==> config.mk <==
export PLATFORM = sky130hd
export DESIGN_NAME = debounce_multi
export DESIGN_NICKNAME = d
export VERILOG_FILES = /design/src/rtl/debounce_pkg.sv /design/src/rtl/debounce_chan.sv /design/src/rtl/debounce_multi.sv
export SDC_FILE = /design/constraint.sdc
export NUM_CORES = 1
export LEC_CHECK = 0
export ABC_AREA = 1
export CAP_MARGIN = 5
export CORE_ASPECT_RATIO = 0.75
export CORE_MARGIN = 2
export CORE_UTILIZATION = 29
export DETAILED_ROUTE_END_ITERATION = 6
export PLACE_DENSITY = 0.54
export SYNTH_ARGS = -nofsm -noshare
export SYNTH_HDL_FRONTEND = slang
export SYNTH_SLANG_ARGS = --single-unit
export TNS_END_PERCENT = 10
==> constraint.sdc <==
create_clock -name clk_i -period 6.4 [get_ports clk_i]
set_clock_uncertainty 0.2 [all_clocks]
set_input_delay 1.28 -clock clk_i [delete_from_list [all_inputs] [get_ports clk_i]]
set_output_delay 1.28 -clock clk_i [all_outputs]
set_load 0.05 [all_outputs]
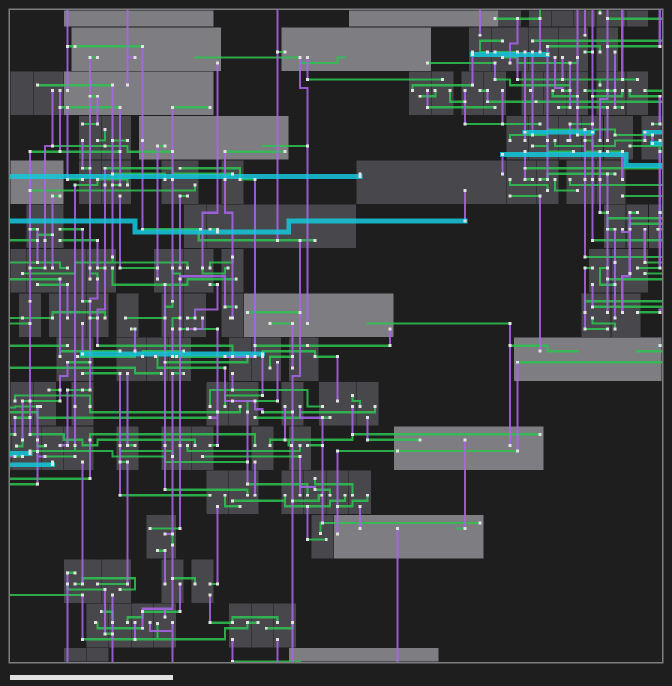
run_1/zoom.png
The bar under the picture is 10 µm long. Region (45, 10) to (85, 50) µm. Cells in grey, sequential cells in the stronger grey; small squares are vias.
[green] met1
[purple] met2
[cyan] met3
cells with their middle in the window: 104
sequential cells in the window: 8
most frequent: nand2_1 (22), nor2_1 (21), inv_1 (13)

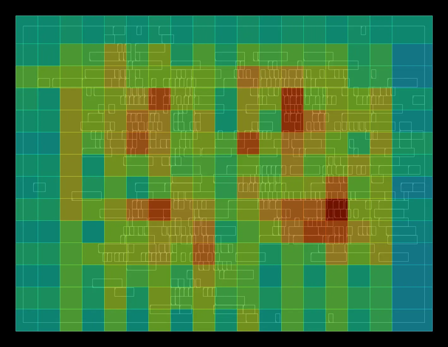
run_1/final_congestion.png
Routed WL per cell: 10.75 µm
busiest grt layer: met1
Global Route Usage Sum: 0.1224

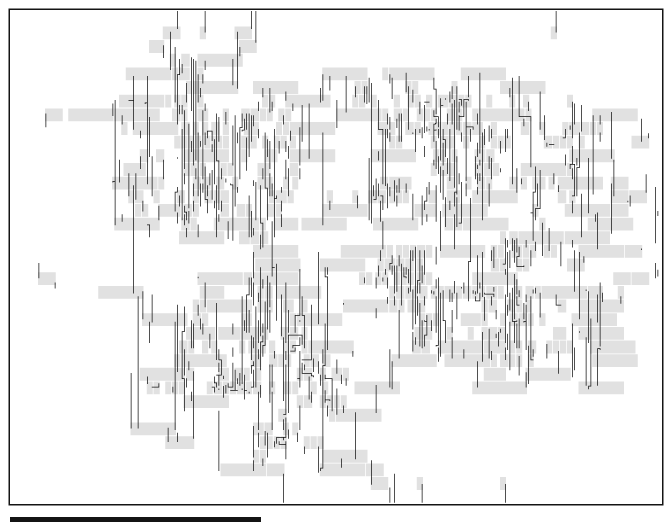
run_1/met2.png
The bar under the picture is 50 µm long.
main direction: vertical
share of all routed wire: 41%
final wirelength: 6922 µm
vias: 2848
met2 Usage GRT: 0.1667

==> impl_metrics.env, run 1 <==
# physical design summary
export IMPL_timing_final_crit_period_ps=3000
export IMPL_ant_nets=0
export IMPL_total_power_uw=1021
export IMPL_xor_share=0.009804
export IMPL_synthAoiAreaFrac=0.04829
export IMPL_fillers=1202
export IMPL_cellLeakagePower_uw=0.001976
export IMPL_clock_latency_ps=330
export IMPL_slew_headroom=0.3384
export IMPL_regArea_mm2=0.001602
export IMPL_path_delay_family="buffers and inverters"
export IMPL_p_per_area_mw_per_mm2=254.9
export IMPL_hold_path_class="reg -> reg"
export IMPL_place_congestion=0.8464
export IMPL_fmax_mhz=333.3
export IMPL_power_leader="the clock network"
export IMPL_avgSynthCellArea_um2=7.442
export IMPL_worst_ep_required_time_ps=4920
export IMPL_syn_cell_area_mm2=0.003446
export IMPL_hpwlAfterDp_um=4831
export IMPL_drv_slew=0
export IMPL_switching_share=0.2415
export IMPL_avgViaCountPerCell=4.422
export IMPL_cts_repair_resized=0
export IMPL_drcViolationCount=0
export IMPL_worstPathArrival_ps=1520
export IMPL_cpPeakStageDelay_ps=820
export IMPL_comb_power_uw=94.4
export IMPL_grt_max_degree=58
export IMPL_top_area_cell="dfrtp_1"
export IMPL_initialDrtViolationCount=233
export IMPL_startpoint_type="flop"
export IMPL_synth_seq_share=0.4648
export IMPL_clk_path_buf_depth=2
export IMPL_status="finished, final reports clean"
export IMPL_p_int_uw=774.4
export IMPL_adder_share=0.02905
export IMPL_port_buffers=17
export IMPL_mux_area_frac=0
export IMPL_seq_power_uw=437
export IMPL_clock_sinks=64
export IMPL_lay_top_cells="nand2_1, nor2_1, inv_1"
export IMPL_path_clk_slew_ps=50
export IMPL_cap_violations=0
export IMPL_whs_path_depth=0
export IMPL_yosysWarningCount=0
export IMPL_rows=34
export IMPL_crit_fanout=4
export IMPL_topCellsByArea="dfrtp_1, nand2_1, nor2_1"
export IMPL_grt_pass1_wl_um=12520
export IMPL_area_delta_synth_final_pct=16.23
export IMPL_seqPwrFrac=0.428
export IMPL_ys_flops=64
export IMPL_hold_viol=0
## run 1: area by class of cell
cell class,count,share of cell area
clock buffer,13,0.06498
clock inverter,3,0.009997
inverter,72,0.06748
multi-input combinational,312,0.3627
sequential,64,0.3999
tap,162,0.05061
timing repair buffer,18,0.04436
## run 1: routing by layer
metal  global-route usage  share of wire
met5                    0              0
met4              0.04384          0.014
met3              0.04274          0.051
met2               0.1667           0.41
met1               0.1779           0.52
## run 1: per-stage QoR
step | cell area (µm²) | setup WS [ps] | hold slack (ps) | utilization
CTS | 4005 | 3370 | 209.8 | 0.3461
floorplan | 3457 | 3322 | 172.7 | -
detailed placement | 3705 | 3646 | 195.5 | 0.3202
global placement | 3705 | 3668 | 194.1 | 0.3202
global route | 4005 | 3314 | 221.9 | 0.3461
finish | 4005 | 3400 | 208.0 | 0.3461
==> run 2, diff against run 1 <==
- clock period: 6.4 -> 3 ns (I/O delays scaled with it)
==> run 2 against run 1 <==
Routed wire length is 1.5% higher. Final area is 0.78% higher. Total power is 120% higher. Critical endpoint unchanged.
==> impl_metrics.env, run 2 <==
# physical design summary
export IMPL_port_buffers=17
export IMPL_track_usage=0.1236
export IMPL_p_int_uw=1701
export IMPL_seqPwrFrac=0.415
export IMPL_seq_power_uw=931
export IMPL_drt_met1_wl_um=3499
export IMPL_area_delta_synth_final_pct=17.14
export IMPL_place_congestion=0.8109
export IMPL_r2r_cells=3
export IMPL_rows=34
export IMPL_comb_power_uw=204
export IMPL_power_leader="the clock network"
export IMPL_pg_clk_uw=1110
export IMPL_slew_headroom=0.3503
export IMPL_hold_path_class="reg -> reg"
export IMPL_topCellsByArea="dfrtp_1, nand2_1, nor2_1"
export IMPL_met2WireLength_um=3133
export IMPL_yosysWarningCount=0
export IMPL_fmax_mhz=428.8
export IMPL_worstPathArrival_ps=1530
export IMPL_cpPeakStageDelay_ps=820
export IMPL_wl_met3_um=306
export IMPL_path_clk_slew_ps=50
export IMPL_finalSetupTns_ps=0
export IMPL_timing_final_crit_period_ps=2332
export IMPL_clock_sinks=64
export IMPL_ys_flops=64
export IMPL_crit_fanout=4
export IMPL_cap_violations=0
export IMPL_synthAoiAreaFrac=0.04829
export IMPL_routed_top_layer="met4"
export IMPL_whs_ps=205.7
export IMPL_fin_nets=491
export IMPL_xor_share=0.009804
export IMPL_total_power_uw=2245
export IMPL_cts_repair_resized=0
export IMPL_drv_slew=0
export IMPL_met2_usage=0.1897
export IMPL_startpoint_type="flop"
export IMPL_clock_latency_ps=330
export IMPL_ant_nets=0
export IMPL_switching_share=0.2423
export IMPL_hold_viol=0
export IMPL_p_per_area_mw_per_mm2=556.2
export IMPL_mux_area_frac=0
export IMPL_initialDrtViolationCount=157
export IMPL_clk_path_buf_depth=2
export IMPL_wl_per_cell_um=10.91
export IMPL_syn_cell_area_mm2=0.003446
export IMPL_largest_register_ff_count=44
export IMPL_regArea_mm2=0.001602
export IMPL_status="finished, final reports clean"
export IMPL_hpwlAfterDp_um=4783
export IMPL_placed_cell_area_mm2=0.003717
export IMPL_drcViolationCount=0
export IMPL_top_area_cell="dfrtp_1"
export IMPL_grt_pass1_wl_um=12510
export IMPL_cellLeakagePower_uw=0.001990
export IMPL_use_met3=0.04822
export IMPL_avgSynthCellArea_um2=7.442
export IMPL_die_area_mm2=0.01278
export IMPL_fillers=1211
export IMPL_lay_top_cells="nand2_1, nor2_1, inv_1"
export IMPL_avgViaCountPerCell=4.436
export IMPL_logic_area_mm2=0.001453
export IMPL_grt_max_degree=65
export IMPL_synth_seq_share=0.4648
export IMPL_ys_types=25
export IMPL_whs_path_depth=0
export IMPL_path_delay_family="buffers and inverters"
export IMPL_utilization=0.3488
export IMPL_adder_share=0.02905
export IMPL_worst_ep_required_time_ps=2200
export IMPL_top_usage_layer="met2"
[run 2: cell count changes in the layout (fill, tap and decap cells not counted)]
| cell | before | now |
|---|---|---|
| clkbuf_8 | 2 | 4 |
| buf_12 | 0 | 1 |
| buf_4 | 1 | 0 |
| clkbuf_1 | 2 | 1 |
| clkinv_2 | 2 | 1 |
[run 2: final cells by class]
| type | instances | share of cell area |
|---|---|---|
| clock buffer | 14 | 0.07037 |
| inverter | 72 | 0.06696 |
| timing repair buffer | 18 | 0.04712 |
| tap | 162 | 0.05022 |
| multi-input combinational | 312 | 0.3599 |
| sequential | 64 | 0.3968 |
| clock inverter | 2 | 0.008679 |
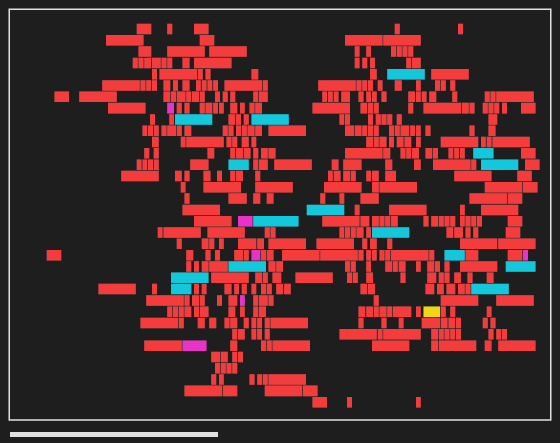
run_2/drive_strength.png
The bar under the picture is 50 µm long.
[magenta] drive 2 | cells: 6 | share: 1.2%
[red] drive 1 or less | cells: 460 | share: 95%
[cyan] drive 6 and up | cells: 15 | share: 3.1%
[yellow] drive 3 to 4 | cells: 1 | share: 0.21%
Setup WS post-layout: 667.9 ps
Finished Cell Area: 0.004036 mm²

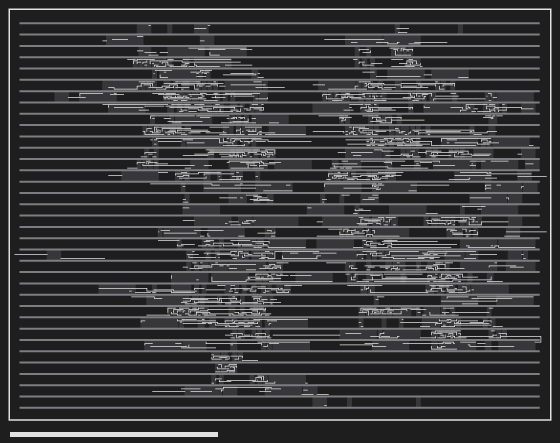
run_2/met1.png
The bar under the picture is 50 µm long. Supply wires on this layer in grey.
wire length on this layer: 3500 µm
longest straight run: 19.8 µm
final wirelength: 7026 µm
vias: 2857
M1 GR Usage: 0.1579

No activity file was given, so power comes from the tool's default toggle rates.
